`config.mk`:
```
export PLATFORM = sky130hd
export DESIGN_NAME = effect_ctrl
export DESIGN_NICKNAME = d
export VERILOG_FILES = /design/src/rtl/effect_ctrl_pkg.sv /design/src/rtl/key_press_gen.sv /design/src/rtl/effect_ctrl.sv
export SDC_FILE = /design/constraint.sdc
export NUM_CORES = 1
export LEC_CHECK = 0
export CAP_MARGIN = 20
export CORE_MARGIN = 3
export CORE_UTILIZATION = 55
export CTS_CLUSTER_SIZE = 28
export DETAILED_ROUTE_END_ITERATION = 12
export DONT_BUFFER_PORTS = 1
export HOLD_SLACK_MARGIN = 0.05
export PLACE_DENSITY = 0.76
export REMOVE_ABC_BUFFERS = 1
export SYNTH_ARGS = -nofsm -noshare
export SYNTH_HDL_FRONTEND = slang
export SYNTH_SLANG_ARGS = --single-unit
```
`constraint.sdc`:
```
create_clock -name i_clk -period 3.7 [get_ports i_clk]
set_clock_uncertainty 0.2 [all_clocks]
set_input_delay 0.37 -clock i_clk [delete_from_list [all_inputs] [get_ports i_clk]]
set_output_delay 0.37 -clock i_clk [all_outputs]
set_load 0.02 [all_outputs]
```
`src/rtl/effect_ctrl_pkg.sv`:
```
// Shared types and constants for the effect parameter controller.
package effect_ctrl_pkg;

  localparam int LVL_W = 3;
  localparam logic [LVL_W-1:0] LVL_MAX = 3'd7;
  localparam int NUM_FX_DEF = 4;

  typedef enum logic {
    IDLE,
    EDIT
  } ctrl_state_t;

  // Saturating one-step level change: up when i_up is set, otherwise down.
  function automatic logic [LVL_W-1:0] lvl_step(input logic [LVL_W-1:0] lvl, input logic up);
    if (up) return (lvl == LVL_MAX) ? lvl : lvl + LVL_W'(1);
    else    return (lvl == '0) ? lvl : lvl - LVL_W'(1);
  endfunction

endpackage

```
`src/rtl/key_press_gen.sv`:
```
// Key press detector: registers a debounced key level, emits a one-cycle step
// pulse on each rising edge and, when REPEAT_EN is set, auto-repeat steps while held.
module key_press_gen #(
  parameter bit          REPEAT_EN     = 1'b0,
  parameter logic [23:0] REPEAT_DELAY  = 24'd6_000_000,
  parameter logic [23:0] REPEAT_PERIOD = 24'd1_500_000
) (
  input  logic i_clk,
  input  logic i_rst,
  input  logic i_key,
  input  logic i_rep_en,
  input  logic i_block,
  output logic o_step,
  output logic o_held
);

  logic        r_key;
  logic        r_key_q;
  logic        r_armed;
  logic [23:0] r_rep_cnt;
  logic        w_press;
  logic        w_hold;
  logic        w_rep;

  assign w_press = r_key & ~r_key_q;
  assign w_hold  = REPEAT_EN && i_rep_en && !i_block && r_key && r_key_q;
  // First repeat waits REPEAT_DELAY after the press, later ones REPEAT_PERIOD.
  assign w_rep   = w_hold && (r_armed ? (r_rep_cnt == REPEAT_PERIOD - 24'd1)
                                      : (r_rep_cnt == REPEAT_DELAY - 24'd1));
  assign o_step  = w_press | w_rep;
  assign o_held  = r_key;

  always_ff @(posedge i_clk or posedge i_rst) begin
    if (i_rst) begin
      r_key     <= 1'b0;
      r_key_q   <= 1'b0;
      r_armed   <= 1'b0;
      r_rep_cnt <= '0;
    end else begin
      r_key   <= i_key;
      r_key_q <= r_key;
      if (!w_hold) begin
        r_rep_cnt <= '0;
        r_armed   <= 1'b0;
      end else if (w_rep) begin
        r_rep_cnt <= '0;
        r_armed   <= 1'b1;
      end else begin
        r_rep_cnt <= r_rep_cnt + 24'd1;
      end
    end
  end

endmodule

```
`src/rtl/effect_ctrl.sv`:
```
// Effect parameter controller: key-driven level editing with per-sample commit.
// Define EFFECT_CTRL_AUTOREPEAT_EN to enable up/down auto-repeat while held.
module effect_ctrl
  import effect_ctrl_pkg::*;
#(
  parameter int          NUM_FX         = NUM_FX_DEF,
  parameter logic [23:0] TIMEOUT_CYCLES = 24'd12_000_000,
  parameter logic [23:0] REPEAT_DELAY   = 24'd6_000_000,
  parameter logic [23:0] REPEAT_PERIOD  = 24'd1_500_000
) (
  input  logic                       i_clk,
  input  logic                       i_rst,
  input  logic                       i_valid,
  input  logic                       i_key_sel,
  input  logic                       i_key_up,
  input  logic                       i_key_down,
  input  logic [NUM_FX-1:0]          i_sw_en,
  output logic [$clog2(NUM_FX)-1:0]  o_sel,
  output logic                       o_editing,
  output logic [LVL_W-1:0]           o_level_cur,
  output logic [NUM_FX*LVL_W-1:0]    o_level,
  output logic [NUM_FX-1:0]          o_enable
);

  localparam int SEL_W = $clog2(NUM_FX);
  localparam logic [SEL_W-1:0] SEL_LAST = SEL_W'(NUM_FX - 1);

`ifdef EFFECT_CTRL_AUTOREPEAT_EN
  localparam bit AUTOREP = 1'b1;
`else
  localparam bit AUTOREP = 1'b0;
`endif

  ctrl_state_t              r_state;
  logic                     r_editing;
  logic [SEL_W-1:0]         r_sel;
  logic [23:0]              r_idle_cnt;
  logic [LVL_W-1:0]         r_shadow [NUM_FX];
  logic [NUM_FX-1:0]        r_sw_s1;
  logic [NUM_FX-1:0]        r_sw_s2;
  logic [NUM_FX*LVL_W-1:0]  r_level;
  logic [NUM_FX-1:0]        r_enable;

  logic w_sel_step, w_up_step, w_dn_step;
  logic w_sel_held, w_up_held, w_dn_held;
  logic w_lvl_step;

  // Sel never repeats; its held level loops into its own (inactive) block input.
  key_press_gen #(.REPEAT_EN(1'b0), .REPEAT_DELAY(REPEAT_DELAY), .REPEAT_PERIOD(REPEAT_PERIOD)) u_key_sel (
    .i_clk(i_clk), .i_rst(i_rst), .i_key(i_key_sel), .i_rep_en(1'b0),
    .i_block(w_sel_held), .o_step(w_sel_step), .o_held(w_sel_held)
  );

  key_press_gen #(.REPEAT_EN(AUTOREP), .REPEAT_DELAY(REPEAT_DELAY), .REPEAT_PERIOD(REPEAT_PERIOD)) u_key_up (
    .i_clk(i_clk), .i_rst(i_rst), .i_key(i_key_up), .i_rep_en(r_editing),
    .i_block(w_dn_held), .o_step(w_up_step), .o_held(w_up_held)
  );

  key_press_gen #(.REPEAT_EN(AUTOREP), .REPEAT_DELAY(REPEAT_DELAY), .REPEAT_PERIOD(REPEAT_PERIOD)) u_key_dn (
    .i_clk(i_clk), .i_rst(i_rst), .i_key(i_key_down), .i_rep_en(r_editing),
    .i_block(w_up_held), .o_step(w_dn_step), .o_held(w_dn_held)
  );

  assign w_lvl_step = w_up_step ^ w_dn_step;

  always_ff @(posedge i_clk or posedge i_rst) begin
    if (i_rst) begin
      r_state    <= IDLE;
      r_editing  <= 1'b0;
      r_sel      <= '0;
      r_idle_cnt <= '0;
      for (int unsigned k = 0; k < NUM_FX; k++) r_shadow[k] <= '0;
    end else begin
      case (r_state)
        IDLE: begin
          if (w_sel_step) begin
            r_state    <= EDIT;
            r_editing  <= 1'b1;
            r_idle_cnt <= '0;
          end
        end
        EDIT: begin
          // Sel wins over up/down; any accepted event postpones the timeout.
          if (w_sel_step) begin
            r_sel      <= (r_sel == SEL_LAST) ? '0 : r_sel + SEL_W'(1);
            r_idle_cnt <= '0;
          end else if (w_lvl_step) begin
            r_shadow[r_sel] <= lvl_step(r_shadow[r_sel], w_up_step);
            r_idle_cnt      <= '0;
          end else if (r_idle_cnt == TIMEOUT_CYCLES - 24'd1) begin
            r_state    <= IDLE;
            r_editing  <= 1'b0;
            r_idle_cnt <= '0;
          end else begin
            r_idle_cnt <= r_idle_cnt + 24'd1;
          end
        end
      endcase
    end
  end

  always_ff @(posedge i_clk or posedge i_rst) begin
    if (i_rst) begin
      r_sw_s1  <= '0;
      r_sw_s2  <= '0;
      r_level  <= '0;
      r_enable <= '0;
    end else begin
      r_sw_s1 <= i_sw_en;
      r_sw_s2 <= r_sw_s1;
      if (i_valid) begin
        for (int unsigned k = 0; k < NUM_FX; k++) r_level[k*LVL_W +: LVL_W] <= r_shadow[k];
        r_enable <= r_sw_s2;
      end
    end
  end

  assign o_sel       = r_sel;
  assign o_editing   = r_editing;
  assign o_level_cur = r_shadow[r_sel];
  assign o_level     = r_level;
  assign o_enable    = r_enable;

endmodule

```
==> impl_metrics.ini <==
; synthesis and place-and-route metrics
[run_status]
status = finished, final reports clean

[worst_setup_path]
end_kind = register
path_delay_family = multiplexers
crit_arrival_ns = 2.78
path_cells = mux4_2 -> inv_1 -> ha_1 -> ha_1 -> nand2_1 -> o21ai_0 -> nor2_1 -> mux2_2
r2r_end = r_shadow[7]

[routing]
vias = 2308
first_pass_iters = 4
ant_nets = 0

[yosys]
synth_cell_types = 43
syn_avg_cell_area_um2 = 11.3
async_reset_ff_share_pct = 100
yosys.area_share.aoi_pct = 9.54
edf_count = 0

[global_routing]
busiest_layer = met2
grt_use_met1_pct = 27.6
met2_usage_pct = 29.9

[final_timing]
slew_violations = 0
tightest_slew_ns = 0.897
tns_ns = 0
period_needed_ns = 2.74
setup_violations = 0

[place]
place_ws_ns = 0.981
hpwl_um = 4290

[power]
power.switching_w = 0.000795
finalPower_w = 0.00221
powerComb_w = 0.000521

[cells_and_area]
seq-cell-share_pct = 48.1
final_layout_top_logic_cells = 70 x dfrtp_1, 24 x mux2_2, 23 x nand2_1
antenna_cells = 0
buffers = 14
largest_reg_flops = 24
fin_area_mm2 = 0.00364

[clock_network]
cts_setup_buffers = 0
numCtsBuffers = 9
cts_buffer_depth = 2
cts_resized = 0

[die]
num_rows = 27
ios = 32

[min_path]
hold_class = register to register
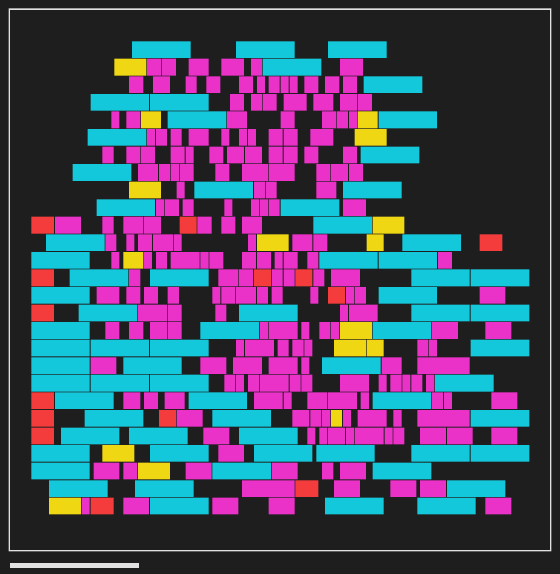
Fig. 1. Cells coloured by class.
Bar = 20 um.
| colour | class | cells |
|---|---|---|
| magenta | all other logic | 211 |
| red | other buffers and delay cells | 14 |
| yellow | clock drivers and dummy loads | 16 |
| cyan | flip-flops | 70 |

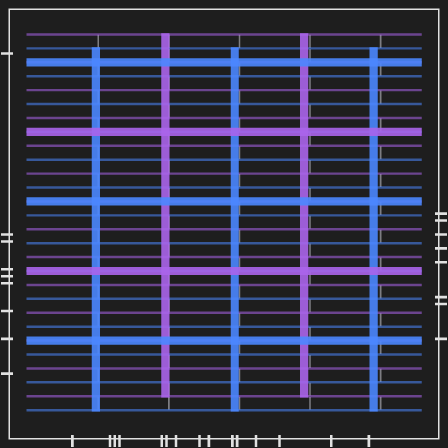
Fig. 2. Floorplan with the power grid.
Pins as bars on the die edge. Tap cells in grey.
| colour | net |
|---|---|
| blue | VSS |
| purple | VDD |
met4 straps: 5
met5 straps: 5
signal pins: 32
tap cells: 72
met1 rails: 28
core area: 0.00568 mm^2
Peak supply drop: 568 uV
Die Wd: 83.7 um
die y size: 83.7 um

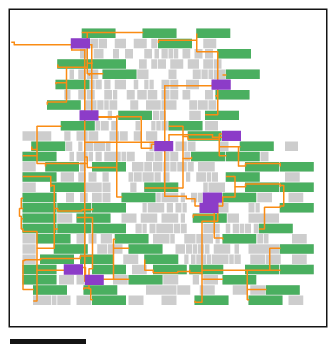
Fig. 3. Clock distribution.
Bar = 20 um.
[orange] clock wires | length: 846 um
[purple] cells driving clock nets | count: 9
[green] flip-flops | count: 70
routed clock nets: 10
flops lie: widely spread
clk pwr: 0.000564 W
clock share of power: 25.5%

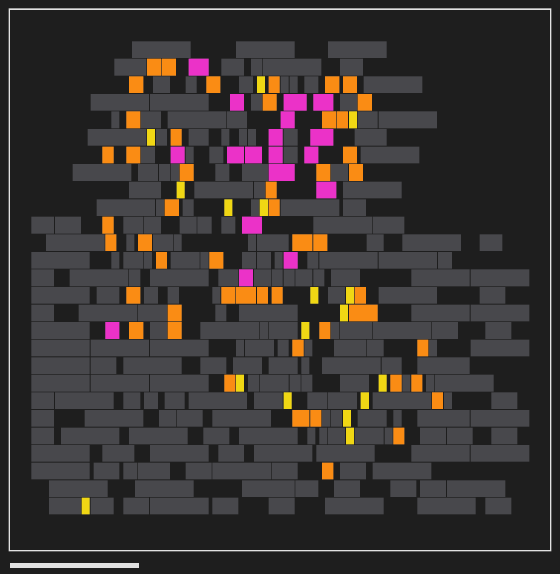
Fig. 4. Gate families picked out.
Bar = 20 um.
| colour | family | cells | most used |
|---|---|---|---|
| magenta | AND and OR gates | 18 | and3_1 |
| orange | inverting AOI/OAI gates | 50 | a31oi_1 |
| yellow | inverters | 17 | inv_1 |
Non-Filler Instances: 383
most numerous logic cell after layout: dfrtp_1

Power is estimated from default activity; no workload was simulated.
